[src/rtl/systolic_pkg.sv]
// Shared types and helpers for the systolic PE family: default widths, the
// MAC pipeline stage record and a width-generic saturating/wrapping adder.
package systolic_pkg;

    localparam int DEFAULT_DATA_WIDTH = 8;
    localparam int DEFAULT_ACC_WIDTH  = 32;
    // Internal arithmetic width; any ACC_WIDTH below this is supported.
    localparam int ACC_MAX            = 128;

    typedef struct packed {
        logic               valid;
        logic [ACC_MAX-1:0] product;
        logic [ACC_MAX-1:0] psum;
        logic               signed_mode;
    } stage_t;

    typedef struct packed {
        logic [ACC_MAX-1:0] sum;
        logic               ovf;
    } sat_res_t;

    // Operands arrive already sign/zero-extended to ACC_MAX, so the raw sum
    // never wraps and range checks against a width-bit window are exact.
    function automatic sat_res_t sat_add(
        input logic [ACC_MAX-1:0] a,
        input logic [ACC_MAX-1:0] b,
        input int unsigned        width,
        input logic               signed_mode,
        input logic               saturate
    );
        sat_res_t           res;
        logic [ACC_MAX-1:0] s;
        logic [ACC_MAX-1:0] mask;
        logic [ACC_MAX-1:0] smax;
        logic [ACC_MAX-1:0] smin;
        logic               ovf_hi;
        logic               ovf_lo;

        s      = a + b;
        mask   = {ACC_MAX{1'b1}} >> (ACC_MAX - width);
        smax   = mask >> 1;
        smin   = ~smax;
        ovf_hi = signed_mode && ($signed(s) > $signed(smax));
        ovf_lo = signed_mode && ($signed(s) < $signed(smin));

        res.ovf = signed_mode ? (ovf_hi || ovf_lo) : (|(s & ~mask));
        res.sum = s;
        if (res.ovf && saturate) begin
            if (!signed_mode) begin
                res.sum = mask;
            end else if (ovf_hi) begin
                res.sum = smax;
            end else begin
                res.sum = smin;
            end
        end
        return res;
    endfunction

endpackage

[src/rtl/ws_mac_stage.sv]
// Multiply / extend / accumulate / saturate datapath, result registered.
// Latency 1+MUL_PIPE cycles, one op per cycle, no backpressure.
module ws_mac_stage
    import systolic_pkg::*;
#(
    parameter int DATA_WIDTH = DEFAULT_DATA_WIDTH,
    parameter int ACC_WIDTH  = DEFAULT_ACC_WIDTH,
    parameter int MUL_PIPE   = 0,
    parameter bit SATURATE   = 1'b1
) (
    input  logic                  clk,
    input  logic                  reset,
    input  logic                  valid_i,
    input  logic [DATA_WIDTH-1:0] act_i,
    input  logic [DATA_WIDTH-1:0] weight_i,
    input  logic [ACC_WIDTH-1:0]  psum_i,
    input  logic                  signed_mode_i,
    output logic                  psum_valid_o,
    output logic [ACC_WIDTH-1:0]  psum_o,
    output logic                  ovf_hit_o
);
    localparam int PW = 2 * DATA_WIDTH + 2;

    if (ACC_WIDTH < 2 * DATA_WIDTH) begin : g_err_acc
        $error("ws_mac_stage: ACC_WIDTH must be >= 2*DATA_WIDTH");
    end
    if (ACC_WIDTH >= ACC_MAX || PW > ACC_MAX) begin : g_err_max
        $error("ws_mac_stage: widths exceed internal arithmetic width");
    end
    if (MUL_PIPE != 0 && MUL_PIPE != 1) begin : g_err_pipe
        $error("ws_mac_stage: MUL_PIPE must be 0 or 1");
    end

    logic [PW-1:0]        act_x;
    logic [PW-1:0]        wgt_x;
    logic [PW-1:0]        prod_x;
    stage_t               s0;
    stage_t               s1;
    sat_res_t             res;
    logic                 psum_valid_q;
    logic                 psum_valid_d;
    logic [ACC_WIDTH-1:0] psum_q;
    logic [ACC_WIDTH-1:0] psum_d;
    logic                 unused_sum_hi;

    // One multiplier serves both modes: the low PW bits of a product of
    // sign- or zero-extended operands are the exact result either way.
    always_comb begin
        act_x          = {{(PW-DATA_WIDTH){signed_mode_i & act_i[DATA_WIDTH-1]}}, act_i};
        wgt_x          = {{(PW-DATA_WIDTH){signed_mode_i & weight_i[DATA_WIDTH-1]}}, weight_i};
        prod_x         = act_x * wgt_x;
        s0.valid       = valid_i;
        s0.product     = {{(ACC_MAX-PW){prod_x[PW-1]}}, prod_x};
        s0.psum        = {{(ACC_MAX-ACC_WIDTH){signed_mode_i & psum_i[ACC_WIDTH-1]}}, psum_i};
        s0.signed_mode = signed_mode_i;
    end

    if (MUL_PIPE == 1) begin : g_pipe
        stage_t stage_q;

        always_ff @(posedge clk or posedge reset) begin
            if (reset) begin
                stage_q <= '0;
            end else begin
                stage_q <= s0;
            end
        end

        assign s1 = stage_q;
    end else begin : g_nopipe
        assign s1 = s0;
    end

    always_comb begin
        res          = sat_add(s1.product, s1.psum, ACC_WIDTH, s1.signed_mode, SATURATE);
        psum_valid_d = s1.valid;
        psum_d       = s1.valid ? res.sum[ACC_WIDTH-1:0] : psum_q;
    end

    always_ff @(posedge clk or posedge reset) begin
        if (reset) begin
            psum_valid_q <= 1'b0;
            psum_q       <= '0;
        end else begin
            psum_valid_q <= psum_valid_d;
            psum_q       <= psum_d;
        end
    end

    assign unused_sum_hi = ^res.sum[ACC_MAX-1:ACC_WIDTH];
    assign ovf_hit_o     = s1.valid & res.ovf;
    assign psum_valid_o  = psum_valid_q;
    assign psum_o        = psum_q;

endmodule

[src/rtl/ws_pe_dbuf.sv]
// Weight-stationary PE with double-buffered weight, swap ripple and sticky overflow.
// psum latency 1+MUL_PIPE cycles, east/south regs 1 cycle; never stalls.
module ws_pe_dbuf
    import systolic_pkg::*;
#(
    parameter int DATA_WIDTH = DEFAULT_DATA_WIDTH,
    parameter int ACC_WIDTH  = DEFAULT_ACC_WIDTH,
    parameter int MUL_PIPE   = 0,
    parameter bit SATURATE   = 1'b1
) (
    input  logic                  clk,
    input  logic                  reset,
    input  logic                  valid_in,
    input  logic [DATA_WIDTH-1:0] act_in,
    input  logic [ACC_WIDTH-1:0]  psum_in,
    input  logic                  signed_mode,
    input  logic                  w_shift,
    input  logic [DATA_WIDTH-1:0] w_in,
    input  logic                  w_swap_in,
    input  logic                  clear_flag,
    output logic                  valid_out,
    output logic [DATA_WIDTH-1:0] act_out,
    output logic [DATA_WIDTH-1:0] w_out,
    output logic                  w_swap_out,
    output logic                  psum_valid,
    output logic [ACC_WIDTH-1:0]  psum_out,
    output logic                  overflow
);
    if (ACC_WIDTH < 2 * DATA_WIDTH) begin : g_err_acc
        $error("ws_pe_dbuf: ACC_WIDTH must be >= 2*DATA_WIDTH");
    end

    logic [DATA_WIDTH-1:0] shadow_q;
    logic [DATA_WIDTH-1:0] shadow_d;
    logic [DATA_WIDTH-1:0] active_q;
    logic [DATA_WIDTH-1:0] active_d;
    logic [DATA_WIDTH-1:0] act_out_q;
    logic [DATA_WIDTH-1:0] act_out_d;
    logic                  valid_out_q;
    logic                  swap_q;
    logic                  overflow_q;
    logic                  overflow_d;
    logic                  ovf_hit;

    // Swap reads the pre-edge shadow, so shift+swap in one cycle promotes the
    // old shadow while the new weight lands behind it.
    always_comb begin
        shadow_d   = w_shift   ? w_in     : shadow_q;
        active_d   = w_swap_in ? shadow_q : active_q;
        act_out_d  = valid_in  ? act_in   : act_out_q;
        overflow_d = ovf_hit ? 1'b1 : (clear_flag ? 1'b0 : overflow_q);
    end

    always_ff @(posedge clk or posedge reset) begin
        if (reset) begin
            shadow_q    <= '0;
            active_q    <= '0;
            act_out_q   <= '0;
            valid_out_q <= 1'b0;
            swap_q      <= 1'b0;
            overflow_q  <= 1'b0;
        end else begin
            shadow_q    <= shadow_d;
            active_q    <= active_d;
            act_out_q   <= act_out_d;
            valid_out_q <= valid_in;
            swap_q      <= w_swap_in;
            overflow_q  <= overflow_d;
        end
    end

    // The MAC sees active_q before this edge's swap takes effect.
    ws_mac_stage #(
        .DATA_WIDTH (DATA_WIDTH),
        .ACC_WIDTH  (ACC_WIDTH),
        .MUL_PIPE   (MUL_PIPE),
        .SATURATE   (SATURATE)
    ) u_mac (
        .clk           (clk),
        .reset         (reset),
        .valid_i       (valid_in),
        .act_i         (act_in),
        .weight_i      (active_q),
        .psum_i        (psum_in),
        .signed_mode_i (signed_mode),
        .psum_valid_o  (psum_valid),
        .psum_o        (psum_out),
        .ovf_hit_o     (ovf_hit)
    );

    assign valid_out  = valid_out_q;
    assign act_out    = act_out_q;
    assign w_out      = shadow_q;
    assign w_swap_out = swap_q;
    assign overflow   = overflow_q;

endmodule

[config.mk]
export PLATFORM = sky130hd
export DESIGN_NAME = ws_pe_dbuf
export DESIGN_NICKNAME = d
export VERILOG_FILES = /design/src/rtl/systolic_pkg.sv /design/src/rtl/ws_mac_stage.sv /design/src/rtl/ws_pe_dbuf.sv
export SDC_FILE = /design/constraint.sdc
export NUM_CORES = 1
export LEC_CHECK = 0
export CAP_MARGIN = 30
export CORE_UTILIZATION = 62
export DETAILED_ROUTE_END_ITERATION = 8
export GPL_TIMING_DRIVEN = 0
export HOLD_SLACK_MARGIN = 0.05
export MAX_ROUTING_LAYER = met4
export PLACE_DENSITY = 0.88
export SLEW_MARGIN = 20
export SYNTH_ARGS = -nofsm -noshare
export SYNTH_HDL_FRONTEND = slang
export SYNTH_SLANG_ARGS = --single-unit
[constraint.sdc]
create_clock -name clk -period 12.6 [get_ports clk]
set_input_delay 1.89 -clock clk [delete_from_list [all_inputs] [get_ports clk]]
set_output_delay 1.89 -clock clk [all_outputs]
set_load 0.005 [all_outputs]
### PDN straps and rails, run 1

The bar under the picture is 20 um long. Pins as bars on the die edge.
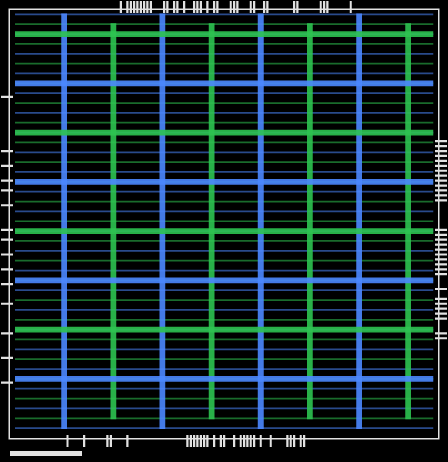
green -> VDD
blue -> VSS
met5 straps = 8
met4 straps = 8

### Port wiring, run 1

The bar under the picture is 20 um long.
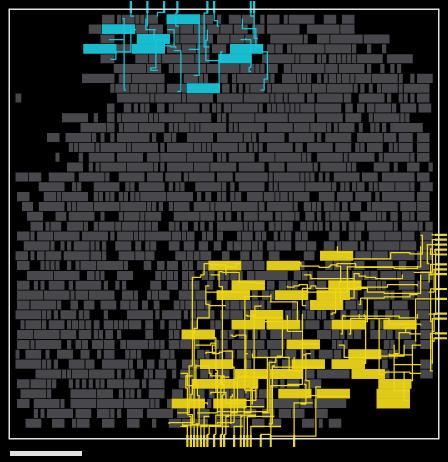
cyan -> `w_out`  # bits 8, direction output, edge north, end cells 8, buffers 8, wire 219 um
yellow -> `psum_out`  # bits 32, direction output, edge 18 south, 14 east, end cells 32, buffers 32, wire 1,500 um

==> changes_impl.md, run 1 <==
### Physical design

* Outcome: completed
* Layout filler cell count at between 900 and 1,000
* Hold_buf cts at 0
* Worst Path Required at 12.82 ns
* Max Clk Rate at 0.109 GHz
* Placed cell count at 1,196
* Cell Count, Final, Fillers Out at 1,212
* Via/cell ratio at 5.63
* Commonest cells post-synth: inv_1 (219), fa_1 (118), ha_1 (80), nand2_1 (64), nor2_1 (60)
* Most common cell in the netlist: inv_1
* Startpoint of the worst hold path: act_out[2]
* Smallest setup slack after layout at 3.46 ns
* Crit path max fanout at 11
* Clock Sinks at 59
* Largest net degree at the start of global routing at 35
* Tool warning count at 26
* Syn_area_per_cell at 9.08 sq um
* EDFF count, synth at 0
* Worst slew margin at 41.2%
* Layout area overhead at 18.0%
* Die Y at roughly 120 um
* Post-layout min period at a little over 9 ns
* DR WL/cell at 16.0 um
* Via total after detailed routing at 6,828
* H-tree depth at 3
* Final setup TNS at 0 ns
* Row Count at 42
* Cycle use final at between 70 and 80%
* Final wirelength at roughly 19 mm
* Floorplan core density at a little under two thirds
* PortBufs at about 98
* DRC at 0
* CP bufs+invs at 7
* Ys Warns at 0
* Gpl congestion at between 0.9 and 1
* CP max stage delay at around 0.76 ns
* Drt pass-1 iters at 8
* Post-CTS Setup Bufs at 0
* FF-to-FF path depth at 20
* Dominant cell type by area after synthesis: fa_1
* R2r endpoint: u_mac.psum_o[20]
* CTS tree: built
* CP Class: in2reg
* Sequential share of the synthesized area at between 10% and 20%
* Syn Inst Count at 921
* GRT Total Usage at a little under a third
### Congestion heat map, run 1

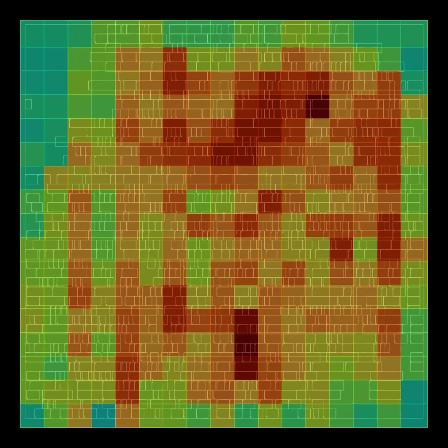
Post-Route Utilization: 74.9%
Most Crowded Layer GR: met2
grt met2 use: 51.0%

[run 1: registers in the layout (all words and copies together) (netlist names)]
register            cells
w_out                   8
active_q                8
act_out                 8
u_mac.psum_o           32
overflow                1
u_mac.psum_valid_o      1
w_swap_out              1
[run 1: cell families (layout without fill, tap and decap cells)]
logic type	Yosys count	after routing	share of synthesized area (%)
fa+ha+maj	198	198	40.2
buf+inv	254	369	11.9
xor+xnor	28	28	2.93
flops	59	59	17.6
simple gates	198	198	11.3
mux	26	26	3.51
compound gates	158	158	12.5
[run 1: cell usage in the layout, fill, tap and decap left out, drive strengths merged, types with 26 or more instances in the layout]
master and count:
a21oi 41, and2 35, clkbuf 35, clkdlybuf4s50 98
dfrtp 59, fa 118, ha 80, inv 223
nand2 64, nor2 60, o21ai 42, o22ai 26
[run 1: area by class of cell]
type	instances	area (sq um)	area share, %
Multi-Input combinational cell	608	5890	59.7
Sequential cell	59	1480	15.0
Timing Repair Buffer	99	1000	10.1
Inverter	219	825	8.35
Clock buffer	9	225	2.28
Tap cell	176	220	2.23
Buffer	35	176	1.79
Clock inverter	7	60.1	0.608
[run 1: how the worst max path moves through the flow]
stage | start | slack (ns) | cells after the start | end
4_1_cts | act_in[7] | 3.50 | 22 | u_mac.psum_o[20]
3_3_place_gp | act_in[7] | 3.36 | 22 | u_mac.psum_o[23]
2_1_floorplan | signed_mode | 4.57 | 22 | u_mac.psum_o[20]
3_5_place_dp | act_in[7] | 3.25 | 22 | u_mac.psum_o[20]
6_report | act_in[7] | 3.46 | 22 | u_mac.psum_o[20]
5_1_grt | act_in[7] | 3.08 | 22 | u_mac.psum_o[21]
[run 1: metal layers]
metal | track usage (%) | share of wire (%)
met5 | - | 0
met2 | 51.0 | 52
met4 | 9.21 | 2.2
met3 | 3.76 | 5.7
met1 | 37.6 | 40
==> run 2: changes to the inputs <==
Settings changed: CORE_UTILIZATION 62 to 58, PLACE_DENSITY 0.88 to 0.83.
Clock period 12.6 ns to 9.4 ns, I/O delays scaled along.
### Placement by cell class, run 2

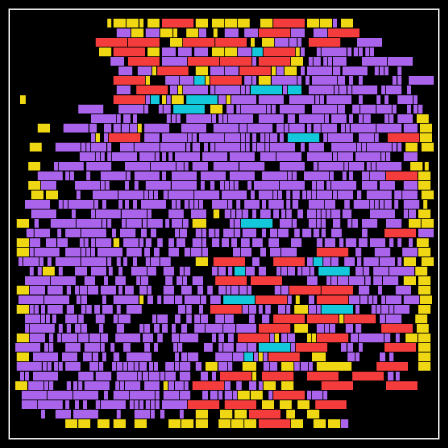
red -> registers  # cells 59
purple -> remaining logic cells  # cells 827
yellow -> remaining buffers and delay cells  # cells 134
cyan -> clock drivers and dummy loads  # cells 16

==> run 2 against run 1 <==
Against the previous run:
- critical path depth unchanged
- synthesized cell count unchanged
- clock skew up 0.0014 ns
- cell area up 0.13%
- sequential share of layout area about the same
- via count down 1.5%
- wire length down 1.8%
- critical endpoint is now u_mac.psum_o[19]
==> changes_impl.md, run 2 <==
### Physical design

* CTS tree: built
* Largest net degree at the start of global routing at about 51
* Ys Warns at 0
* Final wirelength at 19.1 mm
* Sequential share of the synthesized area at 17.6%
* Outcome: completed
* Drt pass-1 iters at 5
* Floorplan core density at 59.8%
* Dominant cell type by area after synthesis: fa_1
* Commonest cells post-synth: inv_1 (219), fa_1 (118), ha_1 (80), nand2_1 (64), nor2_1 (60)
* Crit path max fanout at 11
* Max FFs per register at 32
* CP Class: in2reg
* Worst Path Required at 9.60 ns
* Layout area overhead at 18.2%
* PortBufs at between 90 and 100
* Die Y at 122 um
* Startpoint of the worst hold path: act_out[4]
* Gpl congestion at between 0.8 and 0.9
* DRC at 0
* FF-to-FF path depth at 20
* Post-layout min period at 8.59 ns
* Worst slew margin at roughly 39%
* Via/cell ratio at 5.53
* Clock Sinks at 59
* Tool warning count at 26
* Cycle use final at about nine tenths
* Final Hold Viols at 0
* Max Clk Rate at roughly 0.12 GHz
* Most numerous logic cells after layout: inv_1 (218), fa_1 (118), clkdlybuf4s50_1 (98), ha_1 (80), nand2_1 (64)
* Hold_buf cts at 0
* Via total after detailed routing at ~6,700
* Final setup TNS at 0 ns
* DR WL/cell at roughly 16 um
* H-tree depth at 3
* EDFF count, synth at 0
### Congestion heat map, run 2

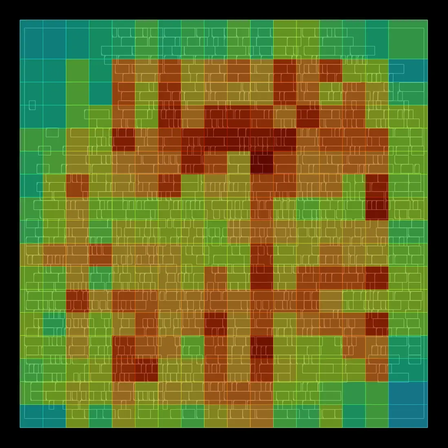
GRT Total Usage: 28.3%
Post-Route Utilization: 70.7%
met1 usage: 37.3%
grt met2 use: 45.4%

==> run 2: cell counts in the layout (fill, tap and decap cells not counted) <==
Identical to the previous run, type by type.
==> run 2: kinds of logic after synthesis <==
family | Yosys count | share of synthesized area (%)
buf+inv | 254 | 11.9
flops | 59 | 17.6
fa+ha+maj | 198 | 40.2
xor+xnor | 28 | 2.93
compound gates | 158 | 12.5
mux | 26 | 3.51
simple gates | 198 | 11.3
==> run 2: how the worst max path moves through the flow <==
stage / start / end / slack (ns)
after floorplan: signed_mode / u_mac.psum_o[20] / 1.85
after global placement: act_in[7] / u_mac.psum_o[23] / 0.63
after detailed placement: act_in[7] / u_mac.psum_o[20] / 0.54
after CTS: act_in[7] / u_mac.psum_o[20] / 0.87
after global routing: act_in[7] / u_mac.psum_o[26] / 0.44
final: act_in[7] / u_mac.psum_o[19] / 0.81
==> run 2: layout make-up <==
class	instances	area, sq um
Sequential cell	59	1480
Tap cell	180	225
Clock buffer	9	225
Multi-Input combinational cell	608	5890
Timing Repair Buffer	99	1010
Inverter	219	825
Fill cell	1071	4100
Buffer	35	176
Clock inverter	7	60.1
==> run 2: metal layers <==
layer / up-vias / wire length, um / GRT usage [%]
met5: - / 0 / -
met4: 0 / 400 / 9.22
met3: 43 / 1050 / 3.51
met2: 240 / 9470 / 45.4
met1: 3311 / 8130 / 37.3
li1: 3132 / - / -
==> run 2: per-stage QoR <==
stage / instances / setup slack, ns
after floorplan: 921 / 1.85
after global placement: 1199 / 0.633
after detailed placement: 1200 / 0.538
after CTS: 1216 / 0.874
after global routing: 1216 / 0.445
final: 1216 / 0.807
==> run 2: critical path: stages <==
cell and delay, ns:
clkdlybuf4s50_1 0.52, and2_1 0.14, clkbuf_1 0.25, nand2_1 0.19, fa_1 0.68, fa_1 0.58, fa_1 0.76, inv_1 0.35
fa_1 0.58, inv_1 0.05, fa_1 0.52, inv_1 0.04, ha_1 0.36, inv_1 0.09, o311ai_2 0.36, a31oi_1 0.08
o21a_1 0.22, and4_1 0.20, a211oi_2 0.44, mux2i_2 0.64, buf_6 0.23, o22ai_1 0.08
==> run 3: changes to the inputs <==
Settings changed: CAP_MARGIN 30 to not set, SKIP_LAST_GASP set to 1.
### Congestion heat map, run 3

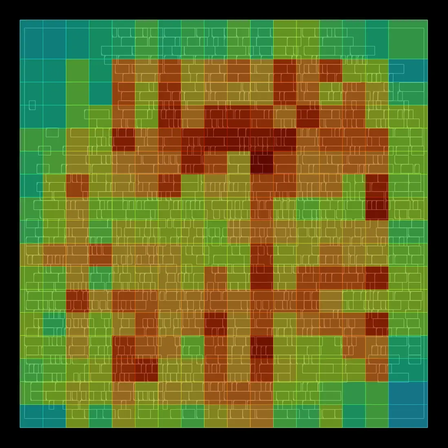
DR WL/cell: 15.7 um
met3 Track Usage GR: 3.51%

==> run 3 against run 2 <==
Against the previous run:
- highest routed layer unchanged
- cell area did not move
- count of clock-buffer cells in the layout unchanged
- maximum frequency did not move
- utilization is the same
- critical path type unchanged
- worst hold slack stayed put
- critical path depth did not move
==> changes_impl.md, run 3 <==
### Physical design

* Outcome: completed
* Post-Syn Area at 0.00837 sq mm
* Top cell excl fill/tap: inv_1
* Sequential Area at 0.00148 sq mm
* Crit path max fanout at 11
* Antenna violations before repair at 0
* GRT Total Usage at 28.3%
* Gpl congestion at 0.897
* Design Area, Final at a little under 0.01 sq mm
* Clock buffer depth at 2
* Vias in the first global route at 6,724
* Die area at ~0.015 sq mm
* Synth Register Bits at 59
* IO Count at 107
* Total gr overflow at 0
* Drt pass-1 iters at 5
* Clk Latency, worst-skew pair at 0.33 ns
* Largest net degree at the start of global routing at 51
* Hold_buf cts at 0
* Floorplan core density at about three fifths
* Commonest cells post-synth: inv_1 (219), fa_1 (118), ha_1 (80), nand2_1 (64), nor2_1 (60)
* Post-CTS Setup Bufs at 0
* PortBufs at 98
* DRC at 0
* Syn Inst Count at 921
* Die Y at 122 um
* CTS tree: built
* Layout filler cell count at 1,071
* Max FFs per register at 32
* H-tree depth at 3
* Layout area overhead at 18.2%
* Hold Crit Class: reg2reg
* Clock-pin slew of the registers on the worst-case setup and hold paths at 0.06 ns
* Unrepaired setup endpoints after global routing: false
* Worst slew margin at 38.6%
* CP Class: in2reg
* Sequential share of the synthesized area at 17.6%
* Worst-Margin Slew at 0.908 ns
* Core Box Area at 0.0140 sq mm
* Max Clk Rate at 0.116 GHz
* Chip width at roughly 120 um
* Yosys cell count at 921
* Worst Path Required at 9.60 ns
* First-pass GRT wire length at 31.9 mm
* Syn_area_per_cell at around 9.1 sq um
* CP startpoint kind: input pin
* Cycle use final at 91.4%
* CTS Root Cell: clkbuf_16
* Initial DRC count at approximately 460
* Most numerous logic cells after layout: inv_1 (218), fa_1 (118), clkdlybuf4s50_1 (98), ha_1 (80), nand2_1 (64)
* Final setup TNS at 0 ns
* EDFF count, synth at 0
* Clock Sinks at between 50 and 60
* Tool warning count at 26
* Fin. max-slew vios at 0
* Distinct lib cells at 62
* Antenna Cells at 0
* Via total after detailed routing at 6,726
* Cells resized by post-CTS repair at 0
* Most common cell in the netlist: inv_1
* Dominant cell type by area after synthesis: fa_1
* Row Count at 43
* Final Hold Viols at 0
* Logic area at 0.00589 sq mm
* CP arrival at 8.79 ns
* Ys Warns at 0
* Via/cell ratio at 5.53
* Setup violators final at 0
* Placed cell area at 0.00960 sq mm
* Net Count, Synth at 1,174
* Top cells by area, synth: fa_1 (28%), dfrtp_1 (18%), ha_1 (12%)
* Post-layout min period at ~8.6 ns
* YS chip area at 0.00837 sq mm
* Max Cap Violations at 0
* Final wirelength at 19.1 mm
* ANT nets after route at 0
### Port wiring, run 3

The bar under the picture is 20 um long.
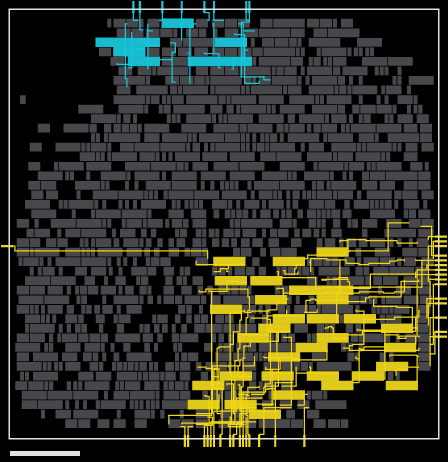
cyan -> `w_out`  # bits 8, direction output, edge north, end cells 8, buffers 8, wire 225 um
yellow -> `psum_out`  # bits 32, direction output, edge 16 south, 15 east, 1 west, end cells 32, buffers 32, wire 1,540 um

[run 3: cell counts after synthesis]
Identical to the previous run, type by type.
[run 3: worst max-delay path, stage by stage]
cell and delay [ns]:
clkdlybuf4s50_1 0.52, and2_1 0.14, clkbuf_1 0.25, nand2_1 0.19
fa_1 0.68, fa_1 0.58, fa_1 0.76, inv_1 0.35
fa_1 0.58, inv_1 0.05, fa_1 0.52, inv_1 0.04
ha_1 0.36, inv_1 0.09, o311ai_2 0.36, a31oi_1 0.08
o21a_1 0.22, and4_1 0.20, a211oi_2 0.44, mux2i_2 0.64
buf_6 0.23, o22ai_1 0.08
[run 3: worst paths after layout]
path                             startpoint  depth (start not counted)               end  slack [ns]
worst min register to register   act_out[4]                          1        act_out[4]        0.50
worst min-delay path             act_out[4]                          1        act_out[4]        0.50
max in group asynchronous             reset                          3          w_out[1]        7.57
worst max register to register  active_q[0]                         20  u_mac.psum_o[19]        2.01
min in group asynchronous             reset                          2          overflow        1.32
worst max-delay path              act_in[7]                         22  u_mac.psum_o[19]        0.81
[run 3: cells by family (layout without fill, tap and decap cells)]
| kind of cell | count (synthesis) | after routing | share of synthesized area [%] |
|---|---|---|---|
| adder cells (fa/ha/maj) | 198 | 198 | 40.2 |
| flip-flops | 59 | 59 | 17.6 |
| XOR/XNOR | 28 | 28 | 2.93 |
| AND-OR/OR-AND | 158 | 158 | 12.5 |
| AND/OR/NAND/NOR | 198 | 198 | 11.3 |
| multiplexers | 26 | 26 | 3.51 |
| buffers and inverters | 254 | 369 | 11.9 |
[run 3: per-stage QoR]
| stage | cells | hold WS [ns] | util, % | worst slack (ns) |
|---|---|---|---|---|
| floorplan | 921 | 0.498 | - | 1.85 |
| finish | 1216 | 0.505 | 70.7 | 0.807 |
| detailed placement | 1200 | 0.495 | 68.6 | 0.538 |
| CTS | 1216 | 0.507 | 70.7 | 0.874 |
| global route | 1216 | 0.521 | 70.7 | 0.445 |
| global placement | 1199 | 0.489 | 68.4 | 0.633 |
[run 3: layout make-up]
cell class | instances | area share [%]
multi-input cells | 608 | 59.6
repair buffers | 99 | 10.2
flip-flops and latches | 59 | 14.9
inverters | 219 | 8.34
clock inverters | 7 | 0.607
clock buffers | 9 | 2.28
well taps | 180 | 2.28
plain buffers | 35 | 1.78
[run 3: routing by layer]
layer / vias to the layer above / share of wire [%] / global-route usage, %
met5: - / 0 / -
met4: 0 / 2.1 / 9.22
met3: 43 / 5.5 / 3.51
met2: 240 / 50 / 45.4
met1: 3311 / 43 / 37.3
li1: 3132 / - / -
